File: src/rtl/prog_load_run_ctrl.sv
// Load/run sequencer for the multicycle computer: streams (addr,data) words into memory
// through the backdoor port, then resets and runs the CPU while buffering OutR values.
module prog_load_run_ctrl #(
  parameter int DATA_W         = 16,
  parameter int ADDR_W         = 8,
  parameter int CPU_RST_CYCLES = 3,
  parameter int TIMEOUT_CYCLES = 4096,
  parameter int OUT_DEPTH      = 8
) (
  input  logic              clk,
  input  logic              Rst,
  input  logic              ld_valid,
  output logic              ld_ready,
  input  logic [ADDR_W-1:0] ld_addr,
  input  logic [DATA_W-1:0] ld_data,
  input  logic              ld_last,
  input  logic              start,
  output logic [ADDR_W-1:0] mem_addr,
  output logic [DATA_W-1:0] mem_wdata,
  output logic              mem_we,
  output logic              mem_sel,
  output logic              cpu_rst,
  input  logic              cpu_done,
  input  logic              cpu_out_valid,
  input  logic [DATA_W-1:0] cpu_out_data,
  output logic              out_valid,
  input  logic              out_ready,
  output logic [DATA_W-1:0] out_data,
  output logic              busy,
  output logic              run_done,
  output logic              run_timeout,
  output logic              out_overflow,
  output logic [ADDR_W:0]   load_count
);

  localparam int PTR_W   = $clog2(OUT_DEPTH);
  localparam int CNT_MAX = (TIMEOUT_CYCLES > CPU_RST_CYCLES) ? TIMEOUT_CYCLES : CPU_RST_CYCLES;
  localparam int CNT_W   = $clog2(CNT_MAX + 1);
  localparam logic [ADDR_W:0] LOAD_MAX  = {1'b1, {ADDR_W{1'b0}}};
  localparam logic [ADDR_W:0] LOAD_ONE  = {{ADDR_W{1'b0}}, 1'b1};
  localparam logic [PTR_W:0]  PTR_ONE   = {{PTR_W{1'b0}}, 1'b1};
  localparam logic [CNT_W-1:0] CNT_ONE  = {{(CNT_W-1){1'b0}}, 1'b1};
  localparam logic [CNT_W-1:0] RST_LAST = CNT_W'(CPU_RST_CYCLES - 1);
  localparam logic [CNT_W-1:0] RUN_LAST = CNT_W'(TIMEOUT_CYCLES - 1);

  typedef enum logic [2:0] {
    S_IDLE, S_LOAD, S_ARMED, S_CPU_RST, S_RUN, S_END
  } state_e;

  state_e            state_q;
  logic [ADDR_W-1:0] memAddr_q;
  logic [DATA_W-1:0] memWdata_q;
  logic              memWe_q, memSel_q, cpuRst_q, busy_q;
  logic              runDone_q, runTimeout_q, overflow_q;
  logic [ADDR_W:0]   loadCount_q;
  logic [CNT_W-1:0]  cnt_q;

  logic [DATA_W-1:0] fifoMem [OUT_DEPTH];
  logic [PTR_W:0]    wrPtr_q, rdPtr_q;
  logic              fifoEmpty, fifoFull, fifoPush, fifoPop, fifoWrite, fifoClr, ldFire;

  assign ld_ready  = (state_q == S_IDLE) || (state_q == S_LOAD) || (state_q == S_ARMED);
  assign ldFire    = ld_valid && ld_ready;
  assign fifoEmpty = (wrPtr_q == rdPtr_q);
  assign fifoFull  = (wrPtr_q[PTR_W] != rdPtr_q[PTR_W]) &&
                     (wrPtr_q[PTR_W-1:0] == rdPtr_q[PTR_W-1:0]);
  assign fifoPop   = !fifoEmpty && out_ready;
  assign fifoPush  = (state_q == S_RUN) && cpu_out_valid;
  // A pop frees a slot in the same cycle, so a full FIFO can still take the push.
  assign fifoWrite = fifoPush && (!fifoFull || fifoPop);
  assign fifoClr   = (state_q == S_CPU_RST) || ((state_q == S_IDLE) && ldFire);

  assign out_valid    = !fifoEmpty;
  assign out_data     = fifoMem[rdPtr_q[PTR_W-1:0]];
  assign mem_addr     = memAddr_q;
  assign mem_wdata    = memWdata_q;
  assign mem_we       = memWe_q;
  assign mem_sel      = memSel_q;
  assign cpu_rst      = cpuRst_q;
  assign busy         = busy_q;
  assign run_done     = runDone_q;
  assign run_timeout  = runTimeout_q;
  assign out_overflow = overflow_q;
  assign load_count   = loadCount_q;

  always_ff @(posedge clk) begin
    if (!Rst) begin
      state_q      <= S_IDLE;
      memAddr_q    <= '0;
      memWdata_q   <= '0;
      memWe_q      <= 1'b0;
      memSel_q     <= 1'b1;
      cpuRst_q     <= 1'b1;
      busy_q       <= 1'b0;
      runDone_q    <= 1'b0;
      runTimeout_q <= 1'b0;
      overflow_q   <= 1'b0;
      loadCount_q  <= '0;
      cnt_q        <= '0;
    end else begin
      memWe_q <= ldFire;
      if (ldFire) begin
        memAddr_q  <= ld_addr;
        memWdata_q <= ld_data;
      end
      if (fifoPush && fifoFull && !fifoPop) overflow_q <= 1'b1;
      case (state_q)
        S_IDLE, S_LOAD, S_ARMED: begin
          // A load word always wins over start, even in ARMED.
          if (ldFire) begin
            state_q <= ld_last ? S_ARMED : S_LOAD;
            busy_q  <= !ld_last;
            if (state_q == S_IDLE) begin
              loadCount_q  <= LOAD_ONE;
              runDone_q    <= 1'b0;
              runTimeout_q <= 1'b0;
              overflow_q   <= 1'b0;
            end else if (loadCount_q != LOAD_MAX) begin
              loadCount_q <= loadCount_q + LOAD_ONE;
            end
          end else if ((state_q == S_ARMED) && start) begin
            state_q  <= S_CPU_RST;
            busy_q   <= 1'b1;
            memSel_q <= 1'b0;
            cpuRst_q <= 1'b1;
            cnt_q    <= '0;
          end
        end
        S_CPU_RST: begin
          if (cnt_q == RST_LAST) begin
            state_q  <= S_RUN;
            cpuRst_q <= 1'b0;
            cnt_q    <= '0;
          end else begin
            cnt_q <= cnt_q + CNT_ONE;
          end
        end
        S_RUN: begin
          if (cpu_done || (cnt_q == RUN_LAST)) begin
            state_q      <= S_END;
            cpuRst_q     <= 1'b1;
            memSel_q     <= 1'b1;
            runDone_q    <= cpu_done;
            runTimeout_q <= !cpu_done;
          end else begin
            cnt_q <= cnt_q + CNT_ONE;
          end
        end
        S_END: begin
          state_q <= S_IDLE;
          busy_q  <= 1'b0;
        end
        default: state_q <= S_IDLE;
      endcase
    end
  end

  always_ff @(posedge clk) begin
    if (!Rst || fifoClr) begin
      wrPtr_q <= '0;
      rdPtr_q <= '0;
    end else begin
      if (fifoPop)   rdPtr_q <= rdPtr_q + PTR_ONE;
      if (fifoWrite) wrPtr_q <= wrPtr_q + PTR_ONE;
    end
  end

  always_ff @(posedge clk) begin
    if (fifoWrite) fifoMem[wrPtr_q[PTR_W-1:0]] <= cpu_out_data;
  end

endmodule

File: config.mk
export PLATFORM = sky130hd
export DESIGN_NAME = prog_load_run_ctrl
export DESIGN_NICKNAME = d
export VERILOG_FILES = /design/src/rtl/prog_load_run_ctrl.sv
export SDC_FILE = /design/constraint.sdc
export NUM_CORES = 1
export LEC_CHECK = 0
export CAP_MARGIN = 0
export CORE_AREA = 2 2 165 167
export CTS_CLUSTER_SIZE = 8
export DETAILED_ROUTE_END_ITERATION = 10
export DIE_AREA = 0 0 167 169
export PLACE_DENSITY = 0.48
export SETUP_SLACK_MARGIN = 0.2
export SYNTH_ARGS = -nofsm -noshare
export SYNTH_HDL_FRONTEND = slang
export SYNTH_SLANG_ARGS = --single-unit
File: constraint.sdc
create_clock -name clk -period 3.6 [get_ports clk]
set_clock_uncertainty 0.15 [all_clocks]
set_input_delay 0.72 -clock clk [delete_from_list [all_inputs] [get_ports clk]]
set_output_delay 0.72 -clock clk [all_outputs]
set_load 0.02 [all_outputs]
==> run_1/layer_met3.png <==
Scale: 3 px per µm. Cells faint in the background.
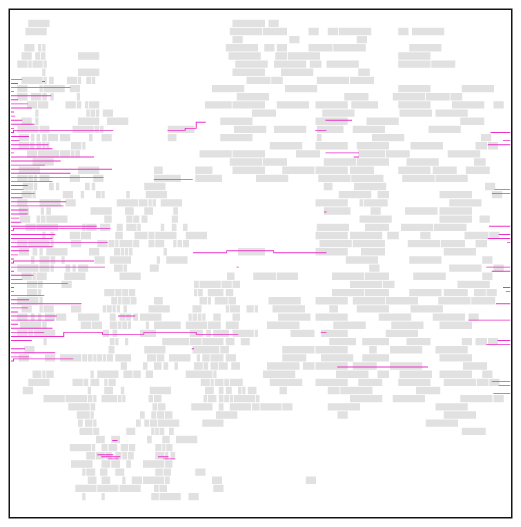
share of all routed wire	6.4%
longest straight run	33.4 µm
wire length on this layer	1090 µm
main direction	horizontal
nets with wire on the layer	99

==> run_1/layer_met4.png <==
Scale: 2 px per µm. Supply wires on this layer in gray. Cells faint in the background.
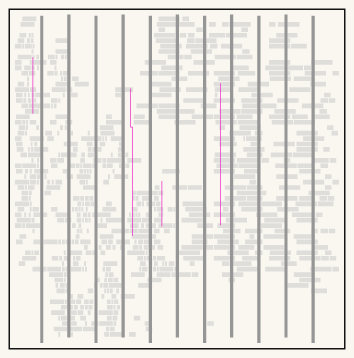
longest straight run	70.7 µm
nets with wire on the layer	3

==> CHANGELOG.md, run 1 <==
### Physical design

* Yosys aoi share at 7.048%
* GR peak layer: met2
* Log Warnings at 29
* CTS H-tree depth at 4
* WL met2 at 8.412 mm
* Bufs and invs on worst path at 2
* DRC violations left at 0
* WL met1 at 7.442 mm
* Grt total ovfl at 0
* Setup Fix Bufs, Post-CTS at 0
* Post-place setup slack at 0.6249 ns
* Final setup viols at 0
* Final nets at 720
* Setup crit end kind: output port
* Int Pwr at 3.573 mW
* Slowest stage delay, CP at 0.54 ns
* Post-synthesis sequential area ratio at 66.38%
* GRT Resource Usage Total at 12.36%
* Combinational Power Share at 5.6%
* Switching share of power at 22.14%
* Via density at 4.792
* Largest delay share family, worst path: multiplexers
* Mean Syn Cell Area at 14.13 µm²
* Max-Cap Viols at 0
* DR WL/cell at 16.81 µm
* Outcome: finished, final reports clean
* Initial DRC Count at 284
==> run_1/clocks.png <==
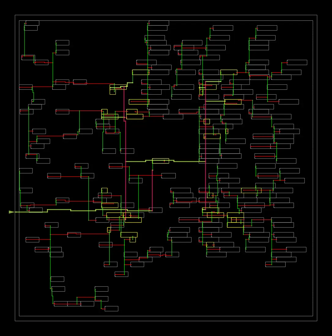
P_clk: 1.91 mW
Num CTS Buffers: 17
flip-flops: 195
CLK BUF: 18

-- run 1: final cells by class --
cell class                 instances  area, µm²
clock buffer                      18      429.2
multi-input combinational        322       2526
timing repair buffer             119       1169
sequential                       195       5186
fill                            2500      16550
tap                              341      426.7
clock inverter                    14      168.9
inverter                          11      41.29
-- run 1: cells in the mapped netlist, types with 5 or more instances --
cell      count
nand3_1      10
dfxtp_1      67
xor2_1       15
ha_1          6
nand4_1       7
o21ai_0       5
a21oi_1      47
nand2b_1      6
or4_1         5
edfxtp_1    128
mux2_2       16
nand2_1      74
inv_1        10
nor3_1        6
nor2_1       25
buf_2         5
mux4_2       32
clkbuf_1     17
o31ai_1       5
==> run_1/io_placement.png <==
Scale: 2 px per µm. Pins as bars across the die edge, other pins in gray.
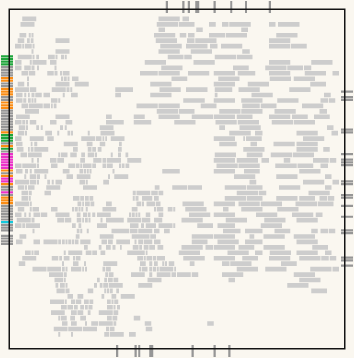

## Run 2: what changed since run 1
- CORE_AREA: 2 2 165 167 -> 2 2 151 182
- DIE_AREA: 0 0 167 169 -> 0 0 153 184
==> run_2/io_placement.png <==
Scale: 2 px per µm. Pins as bars across the die edge, other pins in gray.
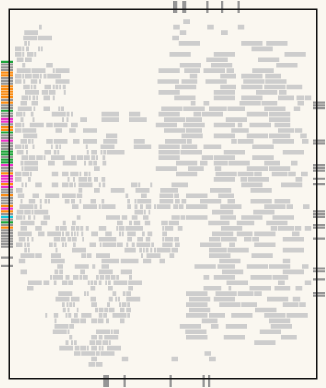
color	port	pins	direction	edge
magenta	load_count	9	output	left
green	ld_addr	8	input	left
orange	mem_wdata	16	output	left
cyan	ld_valid	1	input	left
all pins by edge	71 left, 21 right, 7 bottom, 7 top

==> run_2/clocks.png <==
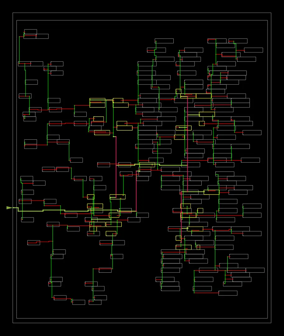
Clk Latency, worst-skew pair: 0.43 ns
P_clk: 1.92 mW
TritonCTS Sinks: 195

==> CHANGELOG.md, run 2 <==
### Physical design

* Antenna Violating Nets Remaining at 0
* Yosys aoi share at 7.048% (unchanged)
* Max Clock Freq at 308.2 MHz
* Setup Fix Bufs, Post-CTS at 2 (+2)
* Die Size at 0.02815 mm²
* Post-place setup slack at 0.5412 ns (-0.08372 ns)
* Final nets at 725 (+0.69%)
* Grt total ovfl at 0 (unchanged)
* GRT Resource Usage Total at 12.70% (+0.34 points)
* Initial DRC Count at 227 (-20%)
* Bufs and invs on worst path at 2 (unchanged)
* Outcome: finished, final reports clean
* CTS root buffer: clkbuf_16
* Post-synthesis sequential area ratio at 66.38% (unchanged)
* Mean Syn Cell Area at 14.13 µm² (unchanged)
* GR peak layer: met2
* CP startpoint kind: register
* Max-Cap Viols at 0 (unchanged)
* Log Warnings at 29 (unchanged)
* Area grow syn2layout at 28.13%
* Final setup viols at 0 (unchanged)
* CTS H-tree depth at 4 (unchanged)
* Setup WS post-layout at 0.3552 ns
* Num CTS Buffers at 17 (unchanged)
* DRC violations left at 0 (unchanged)
* WL met2 at 8.519 mm (+1.3%)
* Slowest stage delay, CP at 0.54 ns (about the same)
* DR WL/cell at 17.18 µm (+2.3%)
* Via density at 4.786 (-0.13%)
* Post-Syn Area at 0.007811 mm²
run 2: cell counts after synthesis:
Identical to the previous run, type by type.
run 2: worst max path at each step:
stage | startpoint | to | cells past startpoint
2_1_floorplan | state_q[2] | fifoMem[2][0] | 5
3_3_place_gp | register | out_data[10] | 4
3_5_place_dp | register | out_data[10] | 4
4_1_cts | wrPtr_q[0] | out_valid | 4
5_1_grt | register | out_data[4] | 4
6_report | register | out_data[11] | 4
run 2: layout make-up:
class                           count  area, µm²
Clock buffer                       18      450.4
Clock inverter                     14      176.4
Fill cell                        2494      16260
Inverter                           11      41.29
Multi-Input combinational cell    322       2526
Sequential cell                   195       5189
Tap cell                          335      419.2
Timing Repair Buffer              124       1206
run 2: where the power goes:
part	internal (mW)	switching [mW]
Clock	0.982	0.933
Combinational	0.119	0.138
Sequential	2.40	0.0208
==> run_2/layer_met3.png <==
Scale: 2 px per µm. Cells faint in the background.
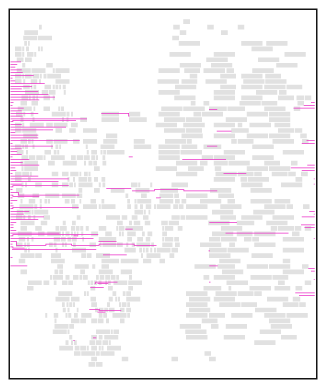

## Run 3: what changed since run 2
- GPL_TIMING_DRIVEN: not set -> 0
==> run_3/layer_met3.png <==
Scale: 2 px per µm. Cells faint in the background.
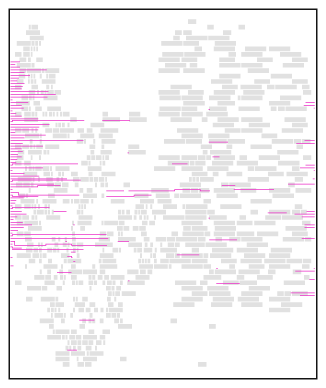
nets with wire on the layer	105
main direction	horizontal
wire length on this layer	1190 µm
share of all routed wire	6.6%
longest straight run	48.5 µm
Via Count: 4943
met3 Use GR: 4.102%

==> CHANGELOG.md, run 3 <==
### Physical design

* Max reg flops at 128
* Initial DRC Count at 165 (-27%)
* GRT Resource Usage Total at 13.14% (+0.44 points)
* Final setup viols at 0 (unchanged)
* Die Size at 0.02815 mm² (unchanged)
* Max Clock Freq at 307.8 MHz (-0.11%)
* Grt total ovfl at 0 (unchanged)
* Mean Syn Cell Area at 14.13 µm² (unchanged)
* DR WL/cell at 17.34 µm (+0.91%)
* Area grow syn2layout at 30.55%
* CTS H-tree depth at 4 (unchanged)
* Switching share of power at 24.64% (+0.89 points)
* Sequential power share at 52.3% (-0.4 points)
* CP startpoint kind: register
* Cell area leaders: edfxtp_1 (49%), dfxtp_1 (17%), mux4_2 (9.2%)
* Int Pwr at 3.486 mW (-0.51%)
* Via density at 4.757 (-0.60%)
* Log Warnings at 30 (+3.4%)
* Setup WS post-layout at 0.3515 ns (-0.003697 ns)
* Gate Area at 0.002547 mm² (+0.84%)
* GR peak layer: met2
* Worst Hold End: mem_wdata[11]
* Setup Fix Bufs, Post-CTS at 0 (-2)
* Max-Cap Viols at 0 (unchanged)
* Outcome: finished, final reports clean
* Clk Latency, worst-skew pair at 0.43 ns (about the same)
* Sw power at 1.140 mW (+4.5%)
* Worst Setup EP: fifoMem[6][4]
* Crit. Startpoint: state_q[2]
* Final nets at 745 (+2.8%)
* Antenna Violating Nets Remaining at 0 (unchanged)
* CTS root buffer: clkbuf_16
* Num CTS Buffers at 17 (unchanged)
* DRC violations left at 0 (unchanged)
* Combinational Power Share at 5.8% (+0.2 points)
* Max power group: sequential cells
* Post-Syn Area at 0.007811 mm² (unchanged)
* P_clk at 1.94 mW (about the same)
* Seq pwr at 2.42 mW (about the same)
* WL met2 at 8.831 mm (+3.7%)
* Post-place setup slack at 0.08900 ns (-0.4522 ns)
==> run_3/detail.png <==
Region (90, 113) to (140, 163) µm. Cells in gray, sequential cells in the stronger gray; small squares are vias.
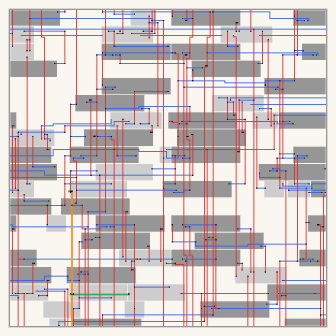
color	layer
green	metal 3
blue	metal 1
orange	metal 4
red	metal 2
netlist names of flops here include	fifoMem (30)
most frequent	edfxtp_1 (30), mux4_2 (8), clkbuf_16 (4)
sequential cells in the window	30
cells with their middle in the window	51

run 3: cell counts after synthesis:
No cell type changed its count.
run 3: final cells by class:
| cell class | instances | area share, % |
|---|---|---|
| Clock inverter | 15 | 1.939 |
| Sequential cell | 195 | 50.85 |
| Inverter | 11 | 0.4049 |
| Tap cell | 335 | 4.110 |
| Clock buffer | 17 | 4.172 |
| Timing Repair Buffer | 119 | 12.01 |
| Multi-Input combinational cell | 322 | 24.98 |
| Buffer | 25 | 1.534 |
run 3: cell families (layout without fill, tap and decap cells):
group / after synthesis / after routing / share of synthesized area, %
flops: 195 / 195 / 66.38
simple gates: 163 / 163 / 10.04
compound gates: 86 / 86 / 7.048
mux: 48 / 48 / 11.53
buf+inv: 36 / 187 / 1.906
xor+xnor: 19 / 19 / 2.130
fa+ha+maj: 6 / 6 / 0.9611
No activity file was given, so power comes from the tool's default toggle rates.
